===== src/rtl/deserializer_if.sv =====
//------------------------------------------------------------------------------
// deserializer_if : serial-in / parallel-out handshake bundle for deserializer
// Revision 1.0
//------------------------------------------------------------------------------
`default_nettype none

interface deserializer_if #(
   parameter int WORD_W    = 16,
   parameter int NUM_WORDS = 16
);
   logic [WORD_W-1:0]           serial_data;
   logic                        rx_valid;
   logic                        rx_last;
   logic                        rx_ready;
   logic [WORD_W*NUM_WORDS-1:0] parallel_data;
   logic                        tx;
   logic                        tx_ack;
   logic                        short_frame;

   // master: the surrounding environment (word producer and frame consumer)
   modport master (
      output serial_data, rx_valid, rx_last, tx_ack,
      input  rx_ready, parallel_data, tx, short_frame
   );

   // slave: the deserializer itself
   modport slave (
      input  serial_data, rx_valid, rx_last, tx_ack,
      output rx_ready, parallel_data, tx, short_frame
   );
endinterface

`default_nettype wire


===== src/rtl/deserializer.sv =====
//------------------------------------------------------------------------------
// deserializer : packs NUM_WORDS serial words (first word in the MSB slot)
//                into one parallel frame, with early termination and padding.
// Revision 1.0
//------------------------------------------------------------------------------
`default_nettype none

module deserializer #(
   parameter int WORD_W    = 16,
   parameter int NUM_WORDS = 16,
   parameter int CNT_W     = 5
) (
   input  wire logic             clk,
   input  wire logic             rst_n,
   deserializer_if.slave         bus,
   output logic [CNT_W-1:0]      count
);

   localparam int               c_frame_w  = WORD_W * NUM_WORDS;
   localparam logic [CNT_W-1:0] c_last_idx = CNT_W'(NUM_WORDS - 1);

   logic [c_frame_w-1:0] r_asm;
   logic [c_frame_w-1:0] r_pdata;
   logic                 r_tx;
   logic                 r_short;
   logic [CNT_W-1:0]     r_count;

   logic                 w_ready;
   logic                 w_accept;
   logic                 w_complete;
   logic [c_frame_w-1:0] w_asm_next;

   assign w_ready    = !r_tx || bus.tx_ack;
   assign w_accept   = bus.rx_valid && w_ready;
   assign w_complete = w_accept && ((r_count == c_last_idx) || bus.rx_last);

   // Slot k lives at [(NUM_WORDS-1-k)*WORD_W +: WORD_W]; the first word of a
   // frame wipes the stale contents so short frames come out zero-padded.
   always_comb begin
      w_asm_next = (r_count == '0) ? '0 : r_asm;
      for (int s = 0; s < NUM_WORDS; s++) begin
         if (r_count == CNT_W'(NUM_WORDS - 1 - s)) begin
            w_asm_next[s*WORD_W +: WORD_W] = bus.serial_data;
         end
      end
   end

   always_ff @(posedge clk or negedge rst_n) begin
      if (!rst_n) begin
         r_asm   <= '0;
         r_pdata <= '0;
         r_tx    <= 1'b0;
         r_short <= 1'b0;
         r_count <= '0;
      end else begin
         if (w_accept) begin
            r_asm <= w_asm_next;
            if (w_complete) begin
               r_pdata <= w_asm_next;
               r_tx    <= 1'b1;
               r_short <= (r_count != c_last_idx);
               r_count <= '0;
            end else begin
               r_count <= r_count + CNT_W'(1);
            end
         end
         // An ack coinciding with a new completion hands over without a bubble
         if (r_tx && bus.tx_ack && !w_complete) begin
            r_tx <= 1'b0;
         end
      end
   end

   assign bus.rx_ready      = w_ready;
   assign bus.parallel_data = r_pdata;
   assign bus.tx            = r_tx;
   assign bus.short_frame   = r_short;
   assign count             = r_count;

endmodule

`default_nettype wire


===== src/flat_wrapper.sv =====
// flat-port wrapper written by rule: the top's interface ports become plain ports
module deserializer_flat 
#(
   parameter int WORD_W    = 16,
   parameter int NUM_WORDS = 16,
   parameter int CNT_W     = 5
)
  (clk, rst_n, count, bus_serial_data, bus_rx_valid, bus_rx_last, bus_tx_ack, bus_rx_ready, bus_parallel_data, bus_tx, bus_short_frame);
  deserializer_if #(.WORD_W(WORD_W), .NUM_WORDS(NUM_WORDS)) bus_i ();
  input  wire logic clk;
  input  wire logic rst_n;
  output logic [CNT_W-1:0] count;
  input wire logic [$bits(bus_i.serial_data)-1:0] bus_serial_data;
  input wire logic [$bits(bus_i.rx_valid)-1:0] bus_rx_valid;
  input wire logic [$bits(bus_i.rx_last)-1:0] bus_rx_last;
  input wire logic [$bits(bus_i.tx_ack)-1:0] bus_tx_ack;
  output wire logic [$bits(bus_i.rx_ready)-1:0] bus_rx_ready;
  output wire logic [$bits(bus_i.parallel_data)-1:0] bus_parallel_data;
  output wire logic [$bits(bus_i.tx)-1:0] bus_tx;
  output wire logic [$bits(bus_i.short_frame)-1:0] bus_short_frame;
  assign bus_i.serial_data = bus_serial_data;
  assign bus_i.rx_valid = bus_rx_valid;
  assign bus_i.rx_last = bus_rx_last;
  assign bus_i.tx_ack = bus_tx_ack;
  assign bus_rx_ready = bus_i.rx_ready;
  assign bus_parallel_data = bus_i.parallel_data;
  assign bus_tx = bus_i.tx;
  assign bus_short_frame = bus_i.short_frame;
  deserializer #(.WORD_W(WORD_W), .NUM_WORDS(NUM_WORDS), .CNT_W(CNT_W)) u_core (.clk(clk), .rst_n(rst_n), .bus(bus_i), .count(count));
endmodule

===== config.mk =====
export PLATFORM = sky130hd
export DESIGN_NAME = deserializer_flat
export DESIGN_NICKNAME = d
export VERILOG_FILES = /design/src/rtl/deserializer_if.sv /design/src/rtl/deserializer.sv /design/src/flat_wrapper.sv
export SDC_FILE = /design/constraint.sdc
export NUM_CORES = 1
export LEC_CHECK = 0
export CAP_MARGIN = 20
export CORE_ASPECT_RATIO = 0.8
export CORE_UTILIZATION = 46
export CTS_BUF_LIST = sky130_fd_sc_hd__clkbuf_16
export CTS_CLUSTER_SIZE = 8
export DETAILED_ROUTE_END_ITERATION = 10
export GPL_TIMING_DRIVEN = 0
export PLACE_DENSITY = 0.72
export SLEW_MARGIN = 10
export SYNTH_ARGS = -nofsm -noshare
export SYNTH_HDL_FRONTEND = slang
export SYNTH_SLANG_ARGS = --single-unit

===== constraint.sdc =====
create_clock -name clk -period 8.4 [get_ports clk]
set_input_delay 0.84 -clock clk [delete_from_list [all_inputs] [get_ports clk]]
set_output_delay 0.84 -clock clk [all_outputs]
set_load 0.005 [all_outputs]

==> run_1/sizes.png <==
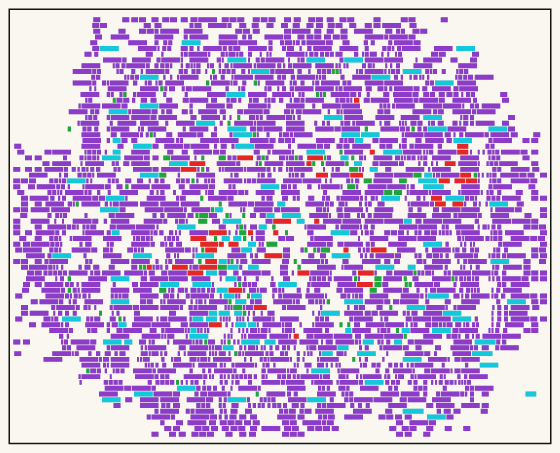
[purple] _0 and _1 cells | cells: 2373 | most used: dfrtp_1
[red] _3 and _4 cells | cells: 44
[cyan] _6 and larger | cells: 129 | most used: clkbuf_16
[green] _2 cells | cells: 100 | most used: buf_2

==> run_1/placement.png <==
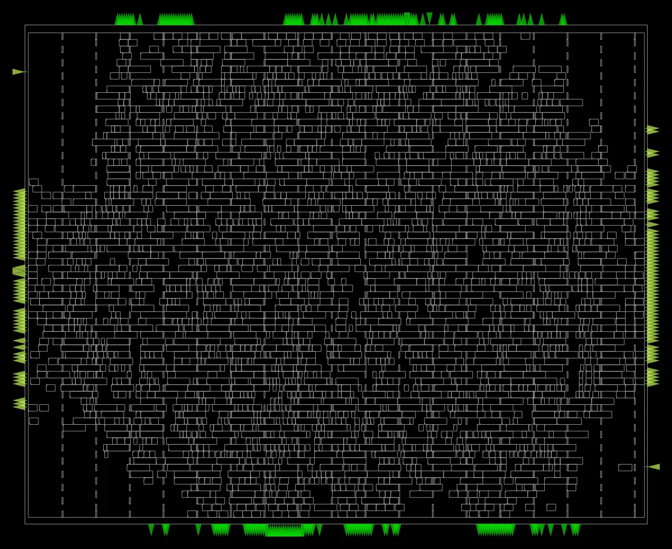
Layout Utilization: 0.5914
Tap Count: 675
final std cells w/o fill: 3321
placeable core area: 50140 sq um

==> results.tsv, run 1 <==
stage	metric	value	unit
status	outcome	completed	
logic_synthesis	ys_types	44	
logic_synthesis	synth_async_sr_flop_share	1.000	
logic_synthesis	xor_share	0.0003715	
floorplan	die_width	255.1	um
worst_setup_path	critPathRequiredTime	8.92	ns
floorplan	boundaryPins	285	
power_and_ir_drop	largestPowerGroup	sequential cells	
final_layout	layout_top_cell	sky130_fd_sc_hd__dfrtp_1	
power_and_ir_drop	power_density	261.7	nW/um^2
logic_synthesis	ys_sh_mux	0.02282	
clock_tree	numClockSinks	519	
clock_tree	later_pin_clock_latency_in_the_skew_report	0.60	ns
global_route	wire_length_of_the_first_global_routing_pass	138000	um
logic_synthesis	synthesis.nets	2283	
power_and_ir_drop	p_sw_frac	0.3099	
worst_setup_path	timing.reg2reg.worst_path_depth	12	
worst_setup_path	startpoint	u_core.count[2]$_DFFE_PN0P_	
floorplan	die_height	204.5	um
power_and_ir_drop	clk-power	0.00268	W
placed_design	number_of_port_buffers	283	
worst_setup_path	slowest_delay	0.96	ns
worst_setup_path	path_buffers	7	
sta	setup_violations	0	
global_route	grt_max_degree	111	
worst_setup_path	cp_slowest_cell	sky130_fd_sc_hd__clkbuf_1	
sta	hold_viol_final	0	
logic_synthesis	and_or_nand_nor_cells_area_fraction	0.1206	
sta	timing.slew.headroom	0.1596	
power_and_ir_drop	leak_pwr	12.07	nW
power_and_ir_drop	power_frac_comb	0.248	
logic_synthesis	compound_area_frac	0.2360	
route	route.detailed.drc	0	
final_layout	antenna-diode-count	0	
flow_run	log.warning_count	33	
logic_synthesis	synth-edff-count	0	
worst_setup_path	critical_path_cell_sequence	buf_4, buf_6, clkbuf_1, and3_1, ha_1, buf_2, or2_2, clkbuf_1, clkbuf_1, clkbuf_1, a31oi_1, a31oi_1	
clock_tree	cts.hold.buffers_added	0	
logic_synthesis	yosys_most_used_dff	sky130_fd_sc_hd__dfrtp_1	
worst_setup_path	crit_path_frequent_cell	sky130_fd_sc_hd__clkbuf_1	
logic_synthesis	yosys_cells	2257	
power_and_ir_drop	share_seq_of_total_power	0.407	
sta	final.setup.worst_slack	3.908	ns
sta	fin_crit_period	4.492	ns
logic_synthesis	postSynthSeqShare	0.5508	
final_layout	layout_top_cells_excl_fill_tap	sky130_fd_sc_hd__dfrtp_1 (519), sky130_fd_sc_hd__a31oi_1 (512), sky130_fd_sc_hd__clkdlybuf4s50_1 (282), sky130_fd_sc_hd__nand2_1 (275), sky130_fd_sc_hd__nand3_1 (211)	
sta	rsz0062_at_grt	no	
worst_setup_path	cp.depth	12	
sta	transition_time_at_the_pin_with_the_least_slew_margin	1.261	ns
sta	layout_worst_path_cycle_share	0.5347	
worst_setup_path	timing_worst_setup_path_type	flip-flop to flip-flop	
clock_tree	cts_resized	0	
route	avgViaCountPerCell	6.779	
logic_synthesis	yosys-stat-area	23580	sq um
sta	hold-worst-slack	0.1738	ns
worst_setup_path	start_kind	flip-flop	
final_layout	fin_nets	2668	
logic_synthesis	synth_warnings	0	
sta	worst_clock_skew	0.02145	ns
worst_setup_path	setup.reg_to_reg.worst_slack	3.91	ns
logic_synthesis	ys_seq_elements	519	
min_path	hp-class	primary input to async pin	
global_route	number_of_antenna_violations_at_the_first_check_in_global_routing	0	
route	antenna_violating_nets_post_route	0	
worst_setup_path	worstSetupEndpointType	flip-flop	
flow_run	max_cap_viol_count	0	
sta	slew_viol_final	0	
logic_synthesis	netlist_instances	2257	
floorplan	floorplan.initialDensity	0.4702	
clock_tree	cts-root-buf	sky130_fd_sc_hd__clkbuf_16	
power_and_ir_drop	peak_supply_drop	145.1	uV
logic_synthesis	adder_share	0.002653	
route	drt-pass1-iter-count	6	
worst_setup_path	arr_time_crit_path	5.01	ns
worst_setup_path	crit_fanout	10	
power_and_ir_drop	p_seq	0.00316	W
global_route	grt_pass1_vias	21450	
placed_design	placed_cell_area	27680	sq um
logic_synthesis	per_instance_average_area_after_synthesis	10.45	sq um
logic_synthesis	mappedNetlistArea	23580	sq um
power_and_ir_drop	pwr-share-clk	0.345	
worst_setup_path	regToRegEndpoint	u_core.bus.parallel_data[129]$_DFFE_PN0P_	
clock_tree	path_clk_slew	0.05	ns
final_layout	drive_gt1_frac	0.1032	
worst_setup_path	critPathCapture	u_core.bus.parallel_data[129]$_DFFE_PN0P_	
clock_tree	cts_h_tree_depth	3	
placed_design	detailedPlacementHpwl	64590	um
final_layout	synthToLayoutAreaGrowth	25.78	%
placed_design	gpl.final_weighted_congestion	0.9768	
sta	maxClockFrequency	222.6	MHz
worst_setup_path	r2r-start	u_core.count[2]$_DFFE_PN0P_	
power_and_ir_drop	p_comb	0.00192	W
clock_tree	postCtsSetupRepairBufs	0	
placed_design	post-place-ws	4.131	ns
clock_tree	number_of_buffers_on_the_longest_clock_path	3	
clock_tree	tritoncts	done	
clock_tree	numCtsBuffers	74	
worst_setup_path	crit_family	buffers and inverters	
floorplan	chipArea	52170	sq um
logic_synthesis	topCombFamilyByArea	AND-OR/OR-AND gates	
route	dr.first_iter.drc_count	3472	
power_and_ir_drop	power_switching	0.002406	W
global_route	globalRoute.totalOverflow	0	
power_and_ir_drop	p_int	0.005357	W
==> run_1/wires.png <==
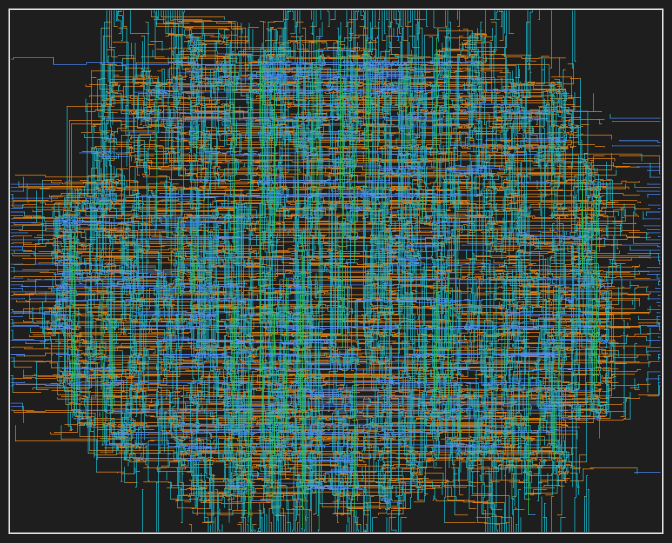
[green] metal 4 | wire length: 4830 um
[blue] metal 3 | wire length: 12300 um
[orange] metal 1 | wire length: 37.3 mm
[cyan] metal 2 | wire length: 39.4 mm
DR WL/cell: 28.26 um
count of vias placed by the detailed router: 22510
overall global routing resource usage: 0.3597
total routed wirelength: 93860 um

==> run_1/placement_by_type.png <==
Fill, decap, tap and diode cells in grey.
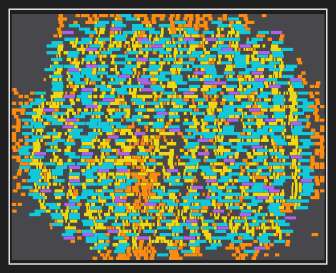
[cyan] sequential cells | cells: 519 | share of their area: 45%
[yellow] combinational and other logic | cells: 1438 | share of their area: 32%
[purple] clock drivers and dummy loads | cells: 80 | share of their area: 6.8%
[orange] remaining buffers and delay cells | cells: 609 | share of their area: 16%
Row Count: 73
flop share of the area: 0.4379
fin area: 29660 sq um

-- run 1: metrics by stage --
stage                     utilization  total power, W  setup TNS, ns  instances
after CTS                      0.5909        0.007706              0       3319
after global routing           0.5914        0.008011              0       3321
after floorplan                     -        0.004006              0       2257
final                          0.5914        0.007762              0       3321
after detailed placement       0.5521        0.005054              0       3239
after global placement         0.5436        0.004993       -8038.93       3215
-- run 1: cells in the mapped netlist (all sizes together), types with 2 or more instances --
master,number,area (sq um)
a21oi,3,15.01
and4bb,3,37.54
nand4b,2,38.78
mux2,16,217.7
a31oi,512,3203
o21ai,53,265.3
inv,39,146.4
nand4bb,6,67.56
ha,5,62.56
nor4b,4,95.09
nor4bb,3,30.03
nand2,275,1032
nand3,214,1109
o211ai,12,237.7
or4b,4,43.79
a22o,208,1822
and4b,3,30.03
nor3b,2,31.28
mux2i,32,320.3
and3,3,18.77
clkbuf,172,646.9
nand3b,16,120.1
or4,3,22.52
nor3,12,145.1
dfrtp,519,12990
o31ai,3,22.52
buf,128,779.5
-- run 1: layout make-up --
type,count,area (sq um)
timing repair buffer,309,3279
inverter,39,146.4
tap,675,844.6
sequential,519,12990
buffer,300,1433
fill,4089,20490
multi-input combinational,1399,9019
clock buffer,77,1927
clock inverter,3,21.27
-- run 1: per-layer routing --
layer  wire, um  global-route usage  up-vias  part of all wire
li1           -                   -     9198                 -
met1      37260              0.5045    11210              0.40
met2      39430              0.5075     1798              0.42
met3      12340              0.1088      309              0.13
met4       4833              0.1704        0             0.051
met5          0                   0        -                 0
-- run 1: sequential cells by signal, indices dropped and copies added, names as in the netlist --
signal	cells
u_core.bus.short_frame	1
u_core.bus.tx	1
u_core.bus.parallel_data	256
u_core.count	5
u_core.r_asm	256
==> run 2: changes to the inputs <==
==> constraint.sdc (replaced) <==
create_clock -name clk -period 4.5 [get_ports clk]
set_input_delay 0.45 -clock clk [delete_from_list [all_inputs] [get_ports clk]]
set_output_delay 0.45 -clock clk [all_outputs]
set_load 0.005 [all_outputs]
==> run_2/wires.png <==
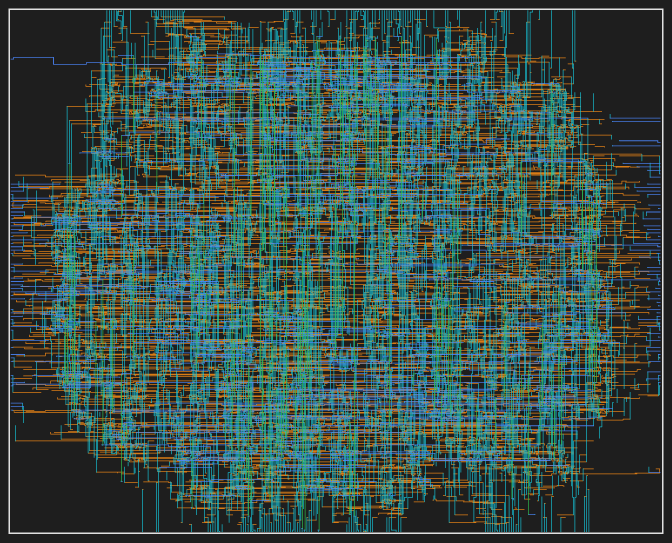
[blue] metal 3 | wire length: 12300 um
[orange] metal 1 | wire length: 37.3 mm
[green] metal 4 | wire length: 4900 um
[cyan] metal 2 | wire length: 39.5 mm
DR WL/cell: 28.27 um
total routed wirelength: 93900 um
count of vias placed by the detailed router: 22430

==> run 2 against run 1 <==
  * Synthesized area stayed put
  * Total power is 87% higher
  * Critical path depth unchanged
  * Setup slack worse by 3.8 ns
  * Die size unchanged
  * Clock power increased by 87%
  * Synthesized cell count stayed put
  * Combinational power rose by 87%
  * Via count down 0.37%
  * Design area is essentially flat
  * Critical endpoint unchanged
  * Largest power group unchanged
==> results.tsv, run 2 <==
stage	metric	value	unit	change
status	outcome	completed		
global_route	number_of_antenna_violations_at_the_first_check_in_global_routing	0		unchanged
final_layout	nNonClkInverters	39		unchanged
clock_tree	numClockSinks	519		unchanged
worst_setup_path	start_kind	flip-flop		
worst_setup_path	crit_path_frequent_cell	sky130_fd_sc_hd__clkbuf_1		
sta	final.setup.worst_slack	0.07010	ns	-3.838 ns
logic_synthesis	ys_seq_elements	519		unchanged
sta	fin_crit_period	4.430	ns	-0.06198 ns
worst_setup_path	cp_slowest_cell	sky130_fd_sc_hd__clkdlybuf4s15_1		
flow_run	max_cap_viol_count	0		unchanged
worst_setup_path	slowest_delay	0.93	ns	-0.03 ns
placed_design	detailedPlacementHpwl	64590	um	unchanged
route	top_layer	met4		
route	drt-pass1-iter-count	6		unchanged
final_layout	fin_nets	2669		+0.037%
placed_design	placed_cell_area	27680	sq um	unchanged
power_and_ir_drop	power_density	488.6	nW/um^2	+87%
power_and_ir_drop	pwr-share-clk	0.345		about the same
power_and_ir_drop	p_sw_frac	0.3103		+0.0003456
route	dr.first_iter.drc_count	3416		-1.6%
floorplan	boundaryPins	285		unchanged
final_layout	sh_seq_area	0.4377		about the same
floorplan	die_width	255.1	um	unchanged
final_layout	signal_buffer_area_fraction	0.1593		+0.0004607
clock_tree	cts_h_tree_depth	3		unchanged
logic_synthesis	post-synth-top-count-cell	sky130_fd_sc_hd__dfrtp_1		
worst_setup_path	worstSetupEndpointType	flip-flop		
route	wl_met2	39480	um	+0.13%
placed_design	gpl.final_weighted_congestion	0.9768		unchanged
worst_setup_path	arr_time_crit_path	4.95	ns	-0.06 ns
clock_tree	postCtsSetupRepairBufs	0		unchanged
power_and_ir_drop	p_int	0.01000	W	+87%
power_and_ir_drop	power_frac_comb	0.248		about the same
worst_setup_path	crit_family	buffers and inverters		
logic_synthesis	ys_types	44		unchanged
final_layout	synthToLayoutAreaGrowth	25.85	%	about the same
global_route	grt_max_degree	111		unchanged
placed_design	number_of_port_buffers	283		unchanged
sta	hold-worst-slack	0.3500	ns	+0.1762 ns
logic_synthesis	top_area_cell	sky130_fd_sc_hd__dfrtp_1		
clock_tree	number_of_buffers_on_the_longest_clock_path	3		unchanged
worst_setup_path	critPathRequiredTime	5.02	ns	-3.90 ns
worst_setup_path	timing_worst_setup_path_type	flip-flop to flip-flop		
logic_synthesis	synth-edff-count	0		unchanged
flow_run	log.warning_count	33		unchanged
final_layout	dominant-cell-class	registers		
power_and_ir_drop	largestPowerGroup	sequential cells		
route	route.detailed.drc	0		unchanged
global_route	globalRoute.totalOverflow	0		unchanged
global_route	wire_length_of_the_first_global_routing_pass	138000	um	unchanged
clock_tree	cts-root-buf	sky130_fd_sc_hd__clkbuf_16		
final_layout	comb_area	9019	sq um	unchanged
logic_synthesis	synthDominantCellAreaShare	0.5508		unchanged
final_layout	antenna-diode-count	0		unchanged
power_and_ir_drop	leak_pwr	12.08	nW	about the same
sta	timing.slew.headroom	0.1227		-0.03689
final_layout	layout_top_cells_excl_fill_tap	sky130_fd_sc_hd__dfrtp_1 (519), sky130_fd_sc_hd__a31oi_1 (512), sky130_fd_sc_hd__clkdlybuf4s50_1 (282), sky130_fd_sc_hd__nand2_1 (275), sky130_fd_sc_hd__nand3_1 (211)		
logic_synthesis	yosys_most_used_dff	sky130_fd_sc_hd__dfrtp_1		
logic_synthesis	synthesis.nets	2283		unchanged
power_and_ir_drop	p_seq	0.00590	W	+87%
final_layout	fillerInstances	4087		-0.049%
logic_synthesis	topCombFamilyByArea	AND-OR/OR-AND gates		
floorplan	die_height	204.5	um	unchanged
power_and_ir_drop	p_comb	0.00359	W	+87%
min_path	hp-class	primary input to flip-flop		
logic_synthesis	synth_warnings	0		unchanged
sta	layout_worst_path_cycle_share	0.9844		+0.4497
worst_setup_path	setup.reg_to_reg.worst_slack	0.07	ns	-3.84 ns
logic_synthesis	and_or_nand_nor_cells_area_fraction	0.1206		unchanged
clock_tree	later_pin_clock_latency_in_the_skew_report	0.61	ns	about the same
logic_synthesis	postSynthSeqShare	0.5508		unchanged
power_and_ir_drop	peak_supply_drop	269.4	uV	+86%
sta	hold_viol_final	0		unchanged
global_route	globalRouteMet3Util	0.1088		unchanged
final_layout	seqCellArea	12990	sq um	unchanged
logic_synthesis	ys_top_cells_by_count	sky130_fd_sc_hd__dfrtp_1 (519), sky130_fd_sc_hd__a31oi_1 (512), sky130_fd_sc_hd__nand2_1 (275), sky130_fd_sc_hd__nand3_1 (211), sky130_fd_sc_hd__a22o_1 (208)		
final_layout	layout.comb_gates.multi_input	1399		unchanged
power_and_ir_drop	power_switching	0.004498	W	+87%
logic_synthesis	area_leaders	sky130_fd_sc_hd__dfrtp_1 (55%), sky130_fd_sc_hd__a31oi_1 (14%), sky130_fd_sc_hd__a22o_1 (7.7%)		
final_layout	area_share_clock_buf_inv	0.06565		about the same
global_route	grt.busiest_layer	met2		
sta	slew_viol_final	0		unchanged
power_and_ir_drop	clk-power	0.00501	W	+87%
floorplan	core.rowCount	73		unchanged
final_layout	design.seq.count	519		unchanged
clock_tree	tritoncts	done		
sta	worst_clock_skew	0.02106	ns	-0.0003853 ns
worst_setup_path	path_buffers	7		unchanged
sta	maxClockFrequency	225.7	MHz	+1.4%
power_and_ir_drop	share_seq_of_total_power	0.407		about the same
logic_synthesis	yosys-stat-area	23580	sq um	unchanged
logic_synthesis	per_instance_average_area_after_synthesis	10.45	sq um	unchanged
final_layout	signal_buffers	610		+0.16%
route	antenna_violating_nets_post_route	0		unchanged
final_layout	design_area	29670	sq um	about the same
logic_synthesis	synth_async_sr_flop_share	1.000		unchanged
sta	rsz0062_at_grt	no		
logic_synthesis	mappedNetlistArea	23580	sq um	unchanged
final_layout	clkbuf_count	77		unchanged
sta	setup_violations	0		unchanged
placed_design	post-place-ws	0.2306	ns	-3.900 ns
route	avgViaCountPerCell	6.751		-0.40%
final_layout	drive_gt1_frac	0.1031		about the same
final_layout	layout_top_cell	sky130_fd_sc_hd__dfrtp_1		
floorplan	floorplan.initialDensity	0.4702		unchanged
logic_synthesis	yosys_cells	2257		unchanged
sta	transition_time_at_the_pin_with_the_least_slew_margin	1.316	ns	+0.05533 ns
floorplan	chipArea	52170	sq um	unchanged
clock_tree	path_clk_slew	0.05	ns	about the same
global_route	gr_util_met1	0.5045		unchanged
route	detailroute.wirelength.met3	12270	um	-0.56%
worst_setup_path	crit_fanout	10		unchanged
logic_synthesis	xor_share	0.0003715		unchanged
==> run_2/io_fan.png <==
The bar under the picture is 100 um long.
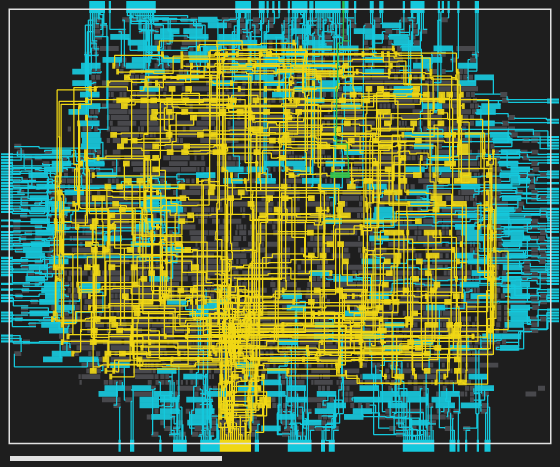
[yellow] bus_serial_data | bits: 16 | direction: input | end cells: 512 | buffers: 85 | wire: 23.4 mm
[cyan] bus_parallel_data | bits: 256 | direction: output | end cells: 256 | buffers: 256 | wire: 12100 um
[green] bus_tx | bits: 1 | direction: output | end cells: 1 | buffers: 1 | wire: 90.8 um

## run 2: netlist changes by cell type in the layout (fill, tap and decap cells not counted)
cell                              delta
sky130_fd_sc_hd__clkbuf_1            -1
sky130_fd_sc_hd__clkdlybuf4s15_1     +1
sky130_fd_sc_hd__dlygate4sd3_1       +1
## run 2: path summary, 6_finish.rpt
kind / from / endpoint / cells after the start
worst max-delay path: u_core.count[2]$_DFFE_PN0P_ / u_core.bus.parallel_data[129]$_DFFE_PN0P_ / 12
worst min-delay path: bus_rx_valid / u_core.r_asm[241]$_DFFE_PN0P_ / 3
worst max register to register: u_core.count[2]$_DFFE_PN0P_ / u_core.bus.parallel_data[129]$_DFFE_PN0P_ / 12
worst min register to register: u_core.r_asm[53]$_DFFE_PN0P_ / u_core.r_asm[53]$_DFFE_PN0P_ / 1
max in group asynchronous: rst_n / u_core.bus.parallel_data[63]$_DFFE_PN0P_ / 5
min in group asynchronous: rst_n / u_core.bus.parallel_data[140]$_DFFE_PN0P_ / 2
## run 2: through the flow
stage / std cells / util / power, W
floorplan: 2257 / - / 0.007477
finish: 3322 / 0.5918 / 0.01450
detailed placement: 3239 / 0.5521 / 0.009434
global route: 3322 / 0.5918 / 0.01495
global placement: 3215 / 0.5436 / 0.009321
CTS: 3320 / 0.5911 / 0.01439
## run 2: kinds of logic (layout without fill, tap and decap cells)
group	Yosys count	count (layout)
XOR/XNOR	1	1
buffers and inverters	339	729
AND-OR/OR-AND	791	791
AND/OR/NAND/NOR	554	554
flip-flops	519	519
multiplexers	48	48
adder cells (fa/ha/maj)	5	5
## run 2: repair_timing
action                     4_1_cts  5_1_grt
hold buffers                     1        0
setup endpoints to repair        0        4
gates resized                    0        2
hold endpoints to repair        55        0
==> run 3: changes to the inputs <==
--- a/config.mk
+++ b/config.mk
@@ -9,6 +9,7 @@
 export CORE_ASPECT_RATIO = 0.8
 export CORE_UTILIZATION = 46
 export CTS_BUF_LIST = sky130_fd_sc_hd__clkbuf_16
+export CTS_CLUSTER_DIAMETER = 30
 export CTS_CLUSTER_SIZE = 8
 export DETAILED_ROUTE_END_ITERATION = 10
 export GPL_TIMING_DRIVEN = 0
==> run_3/placement.png <==
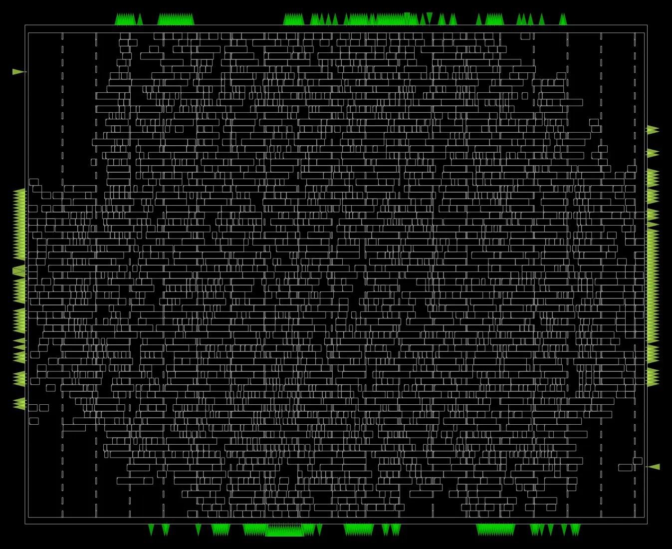
filler cell count in the final layout: 3912
Flop Count: 519

==> run 3 against run 2 <==
  * Utilization increased by 2.7 points
  * Sequential cell count unchanged
  * Critical endpoint is now u_core.bus.parallel_data[241]$_DFFE_PN0P_
  * Synthesized cell count unchanged
  * Largest cell class unchanged
  * Critical path type unchanged
  * Total power increased by 17%
==> results.tsv, run 3 <==
stage	metric	value	unit	change
min_path	hold_start	bus_rx_valid		
floorplan	chipArea	52170	sq um	unchanged
floorplan	die_width	255.1	um	unchanged
logic_synthesis	synth-edff-count	0		unchanged
worst_setup_path	worstSetupEndpointType	flip-flop		
clock_tree	cts-root-buf	sky130_fd_sc_hd__clkbuf_16		
global_route	grt_max_degree	111		unchanged
placed_design	post-place-ws	0.2306	ns	unchanged
logic_synthesis	yosys-stat-area	23580	sq um	unchanged
route	wire_per_inst	27.72	um	-1.9%
final_layout	fin_nets	2697		+1.0%
worst_setup_path	critPathRequiredTime	5.04	ns	+0.02 ns
route	route.detailed.drc	0		unchanged
floorplan	die_height	204.5	um	unchanged
clock_tree	number_of_buffers_on_the_longest_clock_path	3		unchanged
worst_setup_path	setup.reg_to_reg.worst_slack	0.23	ns	+0.16 ns
min_path	hp-class	primary input to flip-flop		
logic_synthesis	area_leaders	sky130_fd_sc_hd__dfrtp_1 (55%), sky130_fd_sc_hd__a31oi_1 (14%), sky130_fd_sc_hd__a22o_1 (7.7%)		
logic_synthesis	postSynthSeqShare	0.5508		unchanged
route	avgViaCountPerCell	6.639		-1.7%
floorplan	core.rowCount	73		unchanged
global_route	grt.busiest_layer	met2		
worst_setup_path	critPathCapture	u_core.bus.parallel_data[241]$_DFFE_PN0P_		
worst_setup_path	start_kind	flip-flop		
logic_synthesis	ys_top_cells_by_count	sky130_fd_sc_hd__dfrtp_1 (519), sky130_fd_sc_hd__a31oi_1 (512), sky130_fd_sc_hd__nand2_1 (275), sky130_fd_sc_hd__nand3_1 (211), sky130_fd_sc_hd__a22o_1 (208)		
final_layout	post-route-util	0.6191		+0.02737
power_and_ir_drop	power_frac_comb	0.213		-0.035
power_and_ir_drop	p_sw_frac	0.3007		-0.009604
power_and_ir_drop	pwr-share-clk	0.438		+0.093
clock_tree	postCtsSetupRepairBufs	0		unchanged
clock_tree	cts.hold.buffers_added	1		unchanged
min_path	holdPathEnd	u_core.r_asm[255]$_DFFE_PN0P_		
logic_synthesis	top_area_cell	sky130_fd_sc_hd__dfrtp_1		
worst_setup_path	startpoint	u_core.count[2]$_DFFE_PN0P_		
floorplan	core_area	50140	sq um	
power_and_ir_drop	share_seq_of_total_power	0.349		-0.058
placed_design	post-place-cells	3239		unchanged
logic_synthesis	synthesis.nets	2283		unchanged
power_and_ir_drop	power_density	545.0	nW/um^2	+12%
sta	layout_worst_path_cycle_share	0.9495		-0.03494
sta	worst_clock_skew	0.01787	ns	-0.003194 ns
worst_setup_path	timing.reg2reg.worst_path_depth	12		unchanged
placed_design	gpl.final_weighted_congestion	0.9768		unchanged
logic_synthesis	yosys_most_used_dff	sky130_fd_sc_hd__dfrtp_1		
route	dr.first_iter.drc_count	3306		-3.2%
clock_tree	tritoncts	done		
global_route	grt.met2_usage	0.5083		
power_and_ir_drop	power_switching	0.005087	W	+13%
floorplan	floorplan.initialDensity	0.4702		unchanged
global_route	groute.usage.overall	0.3646		
placed_design	detailedPlacementHpwl	64590	um	unchanged
logic_synthesis	mappedNetlistArea	23580	sq um	unchanged
logic_synthesis	yosys_cells	2257		unchanged
global_route	grt_pass1_vias	21940		
worst_setup_path	r2r-start	u_core.count[2]$_DFFE_PN0P_		
sta	final.setup.worst_slack	0.2273	ns	+0.1572 ns
flow_run	log.warning_count	33		unchanged
final_layout	layout_top_cell	sky130_fd_sc_hd__dfrtp_1		
route	drt-pass1-iter-count	6		unchanged
logic_synthesis	per_instance_average_area_after_synthesis	10.45	sq um	unchanged
sta	rsz0062_at_grt	no		
worst_setup_path	timing_worst_setup_path_type	flip-flop to flip-flop		
worst_setup_path	crit_fanout	10		unchanged
clock_tree	cts_resized	0		unchanged
logic_synthesis	post-synth-top-count-cell	sky130_fd_sc_hd__dfrtp_1		
sta	slew_viol_final	0		unchanged
final_layout	seqCellArea	12990	sq um	unchanged
power_and_ir_drop	leak_pwr	12.78	nW	+5.8%
sta	timing.slew.headroom	0.1330		+0.01028
sta	fin_tns_setup	0	ns	
clock_tree	later_pin_clock_latency_in_the_skew_report	0.65	ns	+0.04 ns
min_path	worst_hold_path.num_cells	3		unchanged
placed_design	number_of_port_buffers	283		unchanged
logic_synthesis	netlist_instances	2257		
final_layout	layout.cells.non_filler	3428		+3.2%
clock_tree	cts_h_tree_depth	3		unchanged
logic_synthesis	ys_seq_elements	519		unchanged
final_layout	comb_area	9019	sq um	unchanged
placed_design	placed_cell_area	27680	sq um	unchanged
sta	hold_viol_final	0		unchanged
status	outcome	completed		
logic_synthesis	synthDominantCellAreaShare	0.5508		unchanged
logic_synthesis	ys_types	44		unchanged
global_route	number_of_antenna_violations_at_the_first_check_in_global_routing	2		+2
clock_tree	path_clk_slew	0.05	ns	about the same
final_layout	layout_top_cells_excl_fill_tap	sky130_fd_sc_hd__dfrtp_1 (519), sky130_fd_sc_hd__a31oi_1 (512), sky130_fd_sc_hd__clkdlybuf4s50_1 (282), sky130_fd_sc_hd__nand2_1 (275), sky130_fd_sc_hd__nand3_1 (211)		
worst_setup_path	arr_time_crit_path	4.81	ns	-0.14 ns
sta	setup_violations	0		unchanged
power_and_ir_drop	peak_supply_drop	315.9	uV	+17%
sta	maxClockFrequency	234.0	MHz	+3.7%
flow_run	max_cap_viol_count	0		unchanged
global_route	wire_length_of_the_first_global_routing_pass	140000	um	+1.5%
global_route	gr_util_met1	0.4993		-0.005198
worst_setup_path	regToRegEndpoint	u_core.bus.parallel_data[241]$_DFFE_PN0P_		
global_route	globalRoute.totalOverflow	0		unchanged
final_layout	synthToLayoutAreaGrowth	31.67	%	
route	antenna_violating_nets_post_route	0		unchanged
logic_synthesis	synth_warnings	0		unchanged
final_layout	drive_gt1_frac	0.1279		+0.02477
logic_synthesis	synth_async_sr_flop_share	1.000		unchanged
global_route	globalRouteMet3Util	0.1292		+0.02046
sta	transition_time_at_the_pin_with_the_least_slew_margin	1.300	ns	-0.01542 ns
sta	hold-worst-slack	0.3157	ns	-0.03433 ns
floorplan	boundaryPins	285		unchanged
final_layout	design_area	31050	sq um	+4.6%
power_and_ir_drop	fin_total_pwr	0.01692	W	+17%
clock_tree	numCtsBuffers	103		
clock_tree	numClockSinks	519		unchanged
power_and_ir_drop	p_int	0.01183	W	+18%
sta	fin_crit_period	4.273	ns	-0.1572 ns
==> run_3/wires.png <==
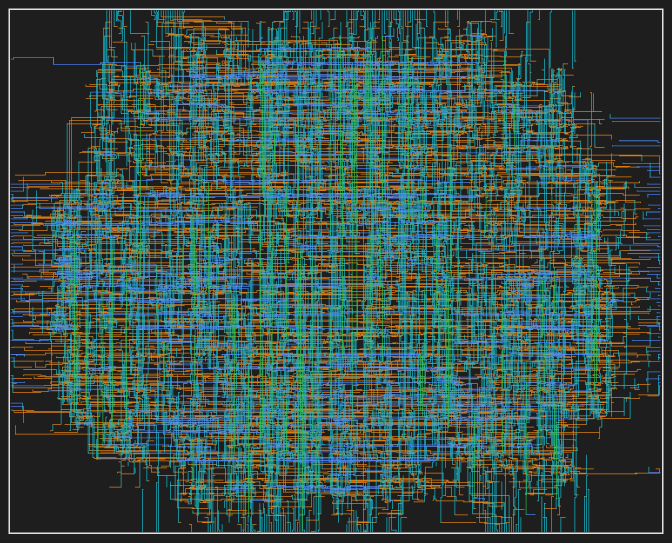
total routed wirelength: 95030 um
count of vias placed by the detailed router: 22760

[run 3: routing by layer]
layer  wire [um]  vias to the layer above  share of wire
met5           0                        -              0
met3       13020                      371           0.14
met1       36880                    11270           0.39
met4        5397                        0          0.057
met2       39730                     1803           0.42
li1            -                     9315              -
[run 3: area by class of cell]
type,instances,area share
diodes,1,0.00008060
plain buffers,300,0.04615
clock buffers,103,0.08302
clock inverters,83,0.02442
inverters,39,0.004715
multi-input cells,1399,0.2905
flip-flops and latches,519,0.4183
well taps,675,0.02720
repair buffers,309,0.1056
[run 3: logic make-up after synthesis]
kind of cell / after synthesis / synth area share
simple gates: 554 / 0.1206
flops: 519 / 0.5508
fa+ha+maj: 5 / 0.002653
buf+inv: 339 / 0.06670
mux: 48 / 0.02282
compound gates: 791 / 0.2360
xor+xnor: 1 / 0.0003715
[run 3: critical path, cell delays in order, from the launching register on]
cell and delay, ns:
sky130_fd_sc_hd__dfrtp_1 0.55, sky130_fd_sc_hd__buf_4 0.29, sky130_fd_sc_hd__buf_6 0.21, sky130_fd_sc_hd__clkbuf_1 0.42
sky130_fd_sc_hd__and3_1 0.26, sky130_fd_sc_hd__ha_1 0.15, sky130_fd_sc_hd__buf_2 0.25, sky130_fd_sc_hd__or2_2 0.16
sky130_fd_sc_hd__clkbuf_1 0.26, sky130_fd_sc_hd__clkbuf_1 0.77, sky130_fd_sc_hd__clkbuf_1 0.48, sky130_fd_sc_hd__a31oi_1 0.16
sky130_fd_sc_hd__a31oi_1 0.20
[run 3: power groups by stage]
stage                     clock (W)  sequential [W]  combinational, W
after floorplan                   0         0.00578           0.00170
after global placement            0         0.00593           0.00339
after detailed placement          0         0.00593           0.00351
after CTS                   0.00739         0.00587           0.00354
after global routing        0.00766         0.00594           0.00383
final                       0.00742         0.00590           0.00360
Power and IR drop assume default switching activity.
